==> config.mk <==
export PLATFORM = sky130hd
export DESIGN_NAME = serial_adder
export DESIGN_NICKNAME = d
export VERILOG_FILES = /design/src/rtl/serial_adder.sv
export SDC_FILE = /design/constraint.sdc
export NUM_CORES = 1
export LEC_CHECK = 0
export CORE_MARGIN = 3
export CORE_UTILIZATION = 40
export CTS_BUF_LIST = sky130_fd_sc_hd__clkbuf_4
export DETAILED_ROUTE_END_ITERATION = 12
export GPL_ROUTABILITY_DRIVEN = 0
export GPL_TIMING_DRIVEN = 0
export PLACE_DENSITY_LB_ADDON = 0.25
export SYNTH_ARGS = -nofsm -noshare
export SYNTH_HDL_FRONTEND = slang
export SYNTH_SLANG_ARGS = --single-unit
==> constraint.sdc <==
create_clock -name clk -period 1.7 [get_ports clk]
set_input_delay 0.17 -clock clk [delete_from_list [all_inputs] [get_ports clk]]
set_output_delay 0.17 -clock clk [all_outputs]
set_load 0.03 [all_outputs]
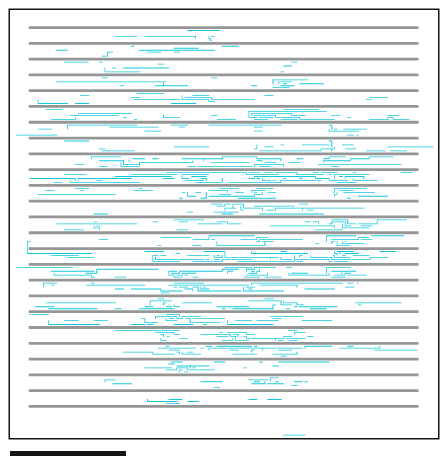
*The metal 1 layer*
Scale bar: 20 um. Supply wires on this layer in grey.
share of all routed wire	44%
nets with wire on the layer	195
detailed-route via count: 1324
met1 track demand over resource: 0.217

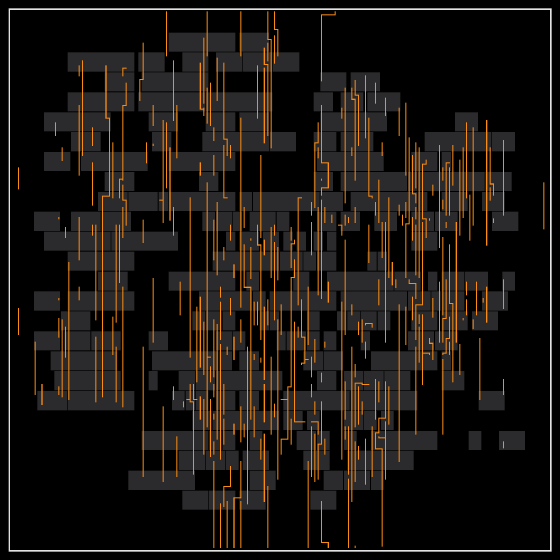
*M2 wires*
Cells faint in the background.
main direction	vertical
nets with wire on the layer	186
longest straight run	33.3 um
met2 Usage GRT: 0.247
routed wire length: 3930 um

==> deck_impl_summary.md <==
Key Metrics from the Run

Yosys
  – Mux area share: 0.110
  – XOR/XNOR Fraction of Synth Area: 0.0382
  – Synthesized netlist net count: 179
  – Syn Std Cell Area: 1840 sq um
  – Predominant post-synthesis flop cell: sky130_fd_sc_hd__dfrtp_1
  – Top area cells in the synthesized netlist: sky130_fd_sc_hd__dfrtp_1 (55%), sky130_fd_sc_hd__mux2_2 (10%), sky130_fd_sc_hd__a22oi_1 (3.7%)
  – Cell count listed in synth_stat.txt: 156
  – Distinct cell type count of the synthesized netlist: 27
  – Most instantiated library cell after synthesis: sky130_fd_sc_hd__dfrtp_1
  – And+or+nand+nor area frac: 0.0757
  – Number of standard cells after synthesis: 156
  – Yosys warning tally: 0

Run status
  – Outcome: complete, no violations

Power and ir drop
  – Combinational cell fraction of total power: 0.437
  – Total power draw: 3.73 mW
  – Switching share of power: 0.379
  – Cell-internal power: 2.32 mW
  – Main power-consuming group: sequential cells
  – Areal power density over the cells: 1660 nW/um^2
  – Maximum ir drop on the vdd rail: 0.749 mV
  – Power Sequential: 1.63 mW
  – Sequential group share of total power: 0.436
  – Sw Pwr: 1.41 mW

Finish
  – Leading cell types in the layout, fill and taps excluded: sky130_fd_sc_hd__dfrtp_1 (40), sky130_fd_sc_hd__clkdlybuf4s50_1 (28), sky130_fd_sc_hd__mux2_2 (17)
  – Post-route cell area: 2250 sq um
  – Sequential cell area in the final layout: 1000 sq um
  – Multi-input logic area: 762 sq um
  – Dominant kind of cell by area: sequential cells
  – Final core utilization: 0.514
  – Antenna diodes: 0
  – Synthesis-to-layout area growth: 22.7%

STA
  – Setup tns final: 0 ns
  – Max Clk Rate: 0.627 GHz
  – Final slew viol count: 0

Critical path
  – CP Launch Type: flip-flop
  – Crit Path Category: reg2out
  – Highest fanout seen on the critical path: 3
  – Number of cells traversed by the worst register-to-register path: 4

Clock tree
  – Resize count post-CTS: 0
  – Cts hold-fix bufs: 1
  – Clk Tree Root Cell: sky130_fd_sc_hd__clkbuf_4

Routing
  – Wire length per cell after detailed routing: 16.0 um
  – Initial drt markers: 68
  – Metal2 WL: 1930 um

Die
  – Standard-cell rows: 24
  – Number of placed I/O pins: 31
  – Core utilization at floorplan: 0.419

Placement
  – Pre-CTS WS: -0.0678 ns

Job
  – Total number of warnings across the stage logs: 26
Power and IR drop assume default switching activity.
